<file path="src/rtl/grover_measure.sv">
// Measurement stage for the Grover core: squares the captured amplitude vector,
// then draws an LFSR-scaled threshold against the cumulative probability.

module grover_measure_sq #(
  parameter int FP_BIT = 8
) (
  input  logic [FP_BIT-1:0]   amp,
  output logic [2*FP_BIT-2:0] sq
);
  localparam int SQ_W = 2*FP_BIT-1;

  logic [FP_BIT-1:0] mag;
  logic [SQ_W-1:0]   mag_x;

  // Magnitude of the most negative code still fits FP_BIT unsigned bits
  assign mag   = amp[FP_BIT-1] ? ('0 - amp) : amp;
  assign mag_x = {{(SQ_W-FP_BIT){1'b0}}, mag};
  assign sq    = mag_x * mag_x;
endmodule

module grover_measure #(
  parameter int          NUM_BIT = 3,
  parameter int          FP_BIT  = 8,
  parameter logic [15:0] SEED    = 16'hACE1
) (
  input  logic                            clk,
  input  logic                            rst_n,
  input  logic                            start,
  input  logic [(2**NUM_BIT)*FP_BIT-1:0]  amp_in,
  input  logic                            seed_load,
  input  logic [15:0]                     seed,
  output logic                            busy,
  output logic                            result_valid,
  output logic [NUM_BIT-1:0]              result_idx,
  output logic [2*FP_BIT-2:0]             result_prob,
  output logic [NUM_BIT-1:0]              argmax_idx,
  output logic                            zero_err
);
  localparam int NUM_SAMPLE = 2**NUM_BIT;
  localparam int SQ_W       = 2*FP_BIT-1;
  localparam int TOT_W      = SQ_W+NUM_BIT;
  localparam logic [NUM_BIT-1:0] K_LAST = '1;
  localparam logic [NUM_BIT-1:0] K_ONE  = {{(NUM_BIT-1){1'b0}}, 1'b1};

  typedef enum logic [2:0] {IDLE, SUM, SCALE, SCAN, DONE} state_t;
  state_t state, state_n;

  logic [NUM_SAMPLE-1:0][FP_BIT-1:0] amp_r;
  logic [NUM_SAMPLE-1:0][SQ_W-1:0]   sq_all;
  logic [15:0]        lfsr, lfsr_nx, th_src;
  logic [NUM_BIT-1:0] k, max_idx;
  logic [SQ_W-1:0]    sq_sel, max_sq;
  logic [TOT_W-1:0]   sq_ext, total, th, th_nx, cum, cum_nx;
  logic               hit;

  for (genvar g = 0; g < NUM_SAMPLE; g++) begin : g_sq
    grover_measure_sq #(.FP_BIT(FP_BIT)) u_sq (.amp(amp_r[g]), .sq(sq_all[g]));
  end

  assign sq_sel  = sq_all[k];
  assign sq_ext  = {{NUM_BIT{1'b0}}, sq_sel};
  assign cum_nx  = cum + sq_ext;
  assign hit     = (cum_nx > th) || (k == K_LAST);
  assign lfsr_nx = {1'b0, lfsr[15:1]} ^ (lfsr[0] ? 16'hB400 : 16'h0000);
  // Fraction th_src/2^16 of total; strictly below total whenever total > 0
  assign th_nx   = TOT_W'(({{TOT_W{1'b0}}, th_src} * {16'b0, total}) >> 16);

  always_ff @(posedge clk or negedge rst_n) begin
    if (!rst_n) state <= IDLE;
    else        state <= state_n;
  end

  always_comb begin
    state_n = state;
    case (state)
      IDLE:    if (start) state_n = SUM;
      SUM:     if (k == K_LAST) state_n = SCALE;
      SCALE:   state_n = (total == '0) ? DONE : SCAN;
      SCAN:    if (hit) state_n = DONE;
      DONE:    state_n = IDLE;
      default: state_n = IDLE;
    endcase
  end

  always_ff @(posedge clk or negedge rst_n) begin
    if (!rst_n) begin
      lfsr         <= SEED;
      th_src       <= '0;
      amp_r        <= '0;
      k            <= '0;
      total        <= '0;
      max_sq       <= '0;
      max_idx      <= '0;
      th           <= '0;
      cum          <= '0;
      busy         <= 1'b0;
      result_valid <= 1'b0;
      result_idx   <= '0;
      result_prob  <= '0;
      argmax_idx   <= '0;
      zero_err     <= 1'b0;
    end else begin
      busy         <= (state_n != IDLE);
      result_valid <= 1'b0;
      case (state)
        IDLE: begin
          if (start) begin
            amp_r   <= amp_in;
            th_src  <= lfsr;
            lfsr    <= lfsr_nx;
            k       <= '0;
            total   <= '0;
            max_sq  <= '0;
            max_idx <= '0;
          end else if (seed_load) begin
            lfsr <= (seed == 16'h0000) ? SEED : seed;
          end
        end
        SUM: begin
          total <= total + sq_ext;
          if (sq_sel > max_sq) begin
            max_sq  <= sq_sel;
            max_idx <= k;
          end
          k <= k + K_ONE;
        end
        SCALE: begin
          th  <= th_nx;
          cum <= '0;
          k   <= '0;
          if (total == '0) begin
            zero_err     <= 1'b1;
            result_idx   <= '0;
            result_prob  <= '0;
            argmax_idx   <= max_idx;
            result_valid <= 1'b1;
          end
        end
        SCAN: begin
          cum <= cum_nx;
          if (hit) begin
            zero_err     <= 1'b0;
            result_idx   <= k;
            result_prob  <= sq_sel;
            argmax_idx   <= max_idx;
            result_valid <= 1'b1;
          end else begin
            k <= k + K_ONE;
          end
        end
        default: ;
      endcase
    end
  end
endmodule
</file>
<file path="config.mk">
export PLATFORM = sky130hd
export DESIGN_NAME = grover_measure
export DESIGN_NICKNAME = d
export VERILOG_FILES = /design/src/rtl/grover_measure.sv
export SDC_FILE = /design/constraint.sdc
export NUM_CORES = 2
export LEC_CHECK = 0
export CAP_MARGIN = 10
export CORE_ASPECT_RATIO = 0.75
export CORE_MARGIN = 2
export CORE_UTILIZATION = 65
export CTS_BUF_LIST = sky130_fd_sc_hd__clkbuf_4 sky130_fd_sc_hd__clkbuf_8 sky130_fd_sc_hd__clkbuf_16
export DETAILED_ROUTE_END_ITERATION = 6
export PLACE_DENSITY_LB_ADDON = 0.1
export SYNTH_ARGS = -nofsm -noshare
export SYNTH_HDL_FRONTEND = slang
export SYNTH_HIERARCHICAL = 1
export SYNTH_SLANG_ARGS = --single-unit
export TNS_END_PERCENT = 50
</file>
<file path="constraint.sdc">
create_clock -name clk -period 10.55 [get_ports clk]
set_input_delay 2.11 -clock clk [delete_from_list [all_inputs] [get_ports clk]]
set_output_delay 2.11 -clock clk [all_outputs]
set_load 0.02 [all_outputs]
</file>
Hierarchy map:
The bar under the picture is 100 microns long. Other cells in gray.
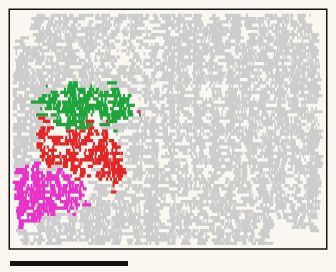
legend:
  green:
    instance: g_sq[2].u_sq
    cells: 202
    where: west
  magenta:
    instance: g_sq[6].u_sq
    cells: 203
    where: south-west
  red:
    instance: g_sq[7].u_sq
    cells: 197
    where: west

==> impl_metrics.ini <==
; flow metrics
[status]
status = finished clean

[cts]
clock_sinks = 198
post_cts.repair.setup_buffers = 0
cts_root_buf = clkbuf_16
post_cts_resized = 0
cts_tree = yes
insertion_delay_ps = 500
path_clk_slew_ps = 80
cts_max_level = 4
holdBufCountCts = 0

[setup_path]
regToRegSetupSlack_ps = 590
cp_data_required_time_ps = 10970
worst-path-buf-inv = 5
crit_start = amp_r[56]
cp-end-kind = flip-flop
reg2regPathDepth = 32
start_kind = flip-flop
r2r_start = amp_r[56]
cp_slowest_stage_delay_ps = 650
critPathKind = flip-flop to flip-flop

[yosys]
synth-xor-area-share = 0.06989
common_cells = 586 x inv_1, 423 x fa_1, 408 x ha_1, 311 x nor2_1, 285 x nand2_1
yosysWarnings = 6
yosysTopAreaCellShare = 0.2497
numSynthFlops = 198
ys_sh_simple = 0.1310
logic_family = adder cells
async_reset_ff_frac = 1.000
yosysTopAreaCell = fa_1
ys_types = 86
synth-cells-yosys = 3607
edf_count = 0
ff_type = dfrtp_1
synthesis.area_sq_um = 33910
area_leaders = fa_1 25%, ha_1 15%, dfrtp_1 14%
most_common_cell = inv_1

[timing]
finalSetupViolations = 0
hold_violations = 0
fin_ws_ps = 592.7
fin_crit_sh = 0.9438
final.setup.tns_ps = 0
fmax_mhz = 100.4
min_period_ps = 9957
drv_slew = 0
worstMarginPinSlew_ps = 1104
clock_skew_ps = 10.72
max_slew_margin = 0.2642
grt_setup_unrepaired = false

[run]
warning_count = 42
drv_cap = 0

[detailed_routing]
drc_errors = 0
dr.pass1.iters = 6
viasPerCell = 5.737
wl_microns = 82480
vias = 25204
postRouteAntennaNets = 0
drtIter0Drc = 1969
avgRoutedWirePerCell_microns = 18.78

[floorplan]
chipWidth_microns = 267.7
rows = 72
fp.dieH_microns = 201.8
ios = 108
die_area_sq_um = 54030
coreArea_sq_um = 51530

[worst_hold_path]
worstHoldStart = th[1]
whs_path_depth = 2

[finish]
drive_above_1_share = 0.08512
layoutNonFillerInstCount = 4393
final_nets = 4591
areaGrowthSynthToFinish_pct = 6.919
mostFrequentLayoutCells = 586 x inv_1, 423 x fa_1, 408 x ha_1, 311 x nor2_1, 284 x nand2_1
final_cell_area_sq_um = 36250

[grt]
antenna_found_initial = 2
first_global_vias = 26197
grt-ovfl-total = 0
track_usage = 0.3180

[placement]
dpl_cell_area_sq_um = 35610
portBuffers = 107
place_ws_ps = 769.8

[power_and_ir_drop]
Layout detail:
The bar under the picture is 10 microns long. Window x 121 to 146, y 48 to 73 microns. Cells in gray, sequential cells in the stronger gray; small squares are vias.
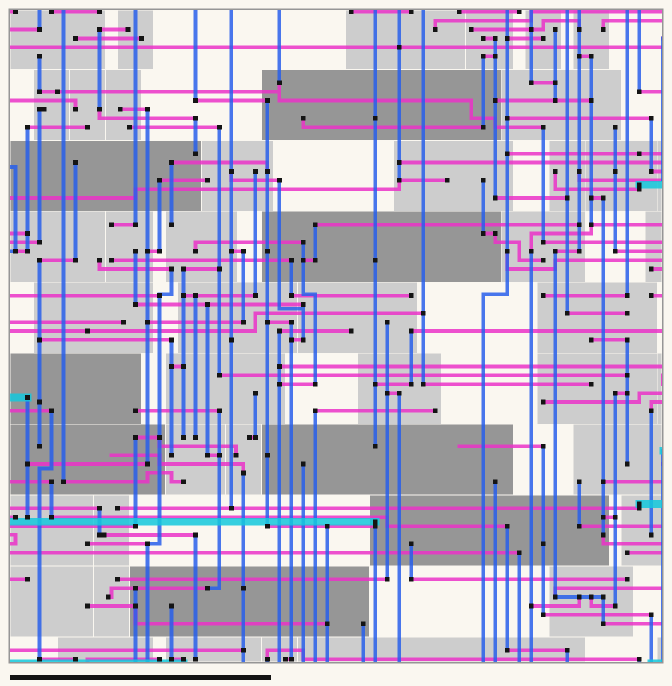
legend:
  blue:
    layer: met2
  magenta:
    layer: met1
  cyan:
    layer: met3
cells with their middle in the window: 41
netlist names of flops here include: max_sq (4), cum (3)
most frequent: ha_1 (11), dfrtp_1 (7), inv_1 (6)
sequential cells in the window: 8

## sequential cells by signal, summed over array words and instances, names as in the netlist
name and flops:
amp_r 64, cum 18, th 18, total 18
lfsr 16, th_src 16, max_sq 15, result_prob 15
argmax_idx 3, k 3, max_idx 3, result_idx 3
state 3, busy 1, result_valid 1, zero_err 1
## worst register-to-register path, delay by kind of cell (launching register included)
family / cells / cell delay (ps)
adder cells (fa/ha/maj): 8 / 3340
AND-OR/OR-AND: 10 / 2480
multiplexers: 3 / 1510
buffers and inverters: 5 / 1030
AND/OR/NAND/NOR: 4 / 650
flip-flops: 1 / 590
XOR/XNOR: 2 / 290
## routing by layer
| layer | up-vias | routed length, microns | GRT usage |
|---|---|---|---|
| li1 | 11719 | - | - |
| met1 | 12519 | 36750 | 0.4502 |
| met2 | 811 | 38210 | 0.5062 |
| met3 | 153 | 5262 | 0.05361 |
| met4 | 2 | 2252 | 0.09178 |
| met5 | - | 8 | 0 |
## cell type report
type | instances | area [sq um]
timing repair buffer | 126 | 1225
clock buffer | 18 | 439.2
fill | 3953 | 15270
antenna | 1 | 2.502
multi-input combinational | 2729 | 26310
clock inverter | 14 | 166.4
sequential | 198 | 4966
inverter | 604 | 2267
tap | 703 | 879.6
## worst max path at each step
stage | depth (start not counted) | to
floorplan | 34 | k[1]
global placement | 33 | result_prob[8]
detailed placement | 32 | result_prob[0]
CTS | 32 | result_prob[3]
global route | 34 | result_idx[0]
finish | 32 | result_prob[3]
## stage by stage
step	hold WS, ps	util
floorplan	449.8	-
global placement	469.2	0.6910
detailed placement	470.2	0.6910
CTS	487.1	0.7028
global route	513.0	0.7035
finish	484.6	0.7036
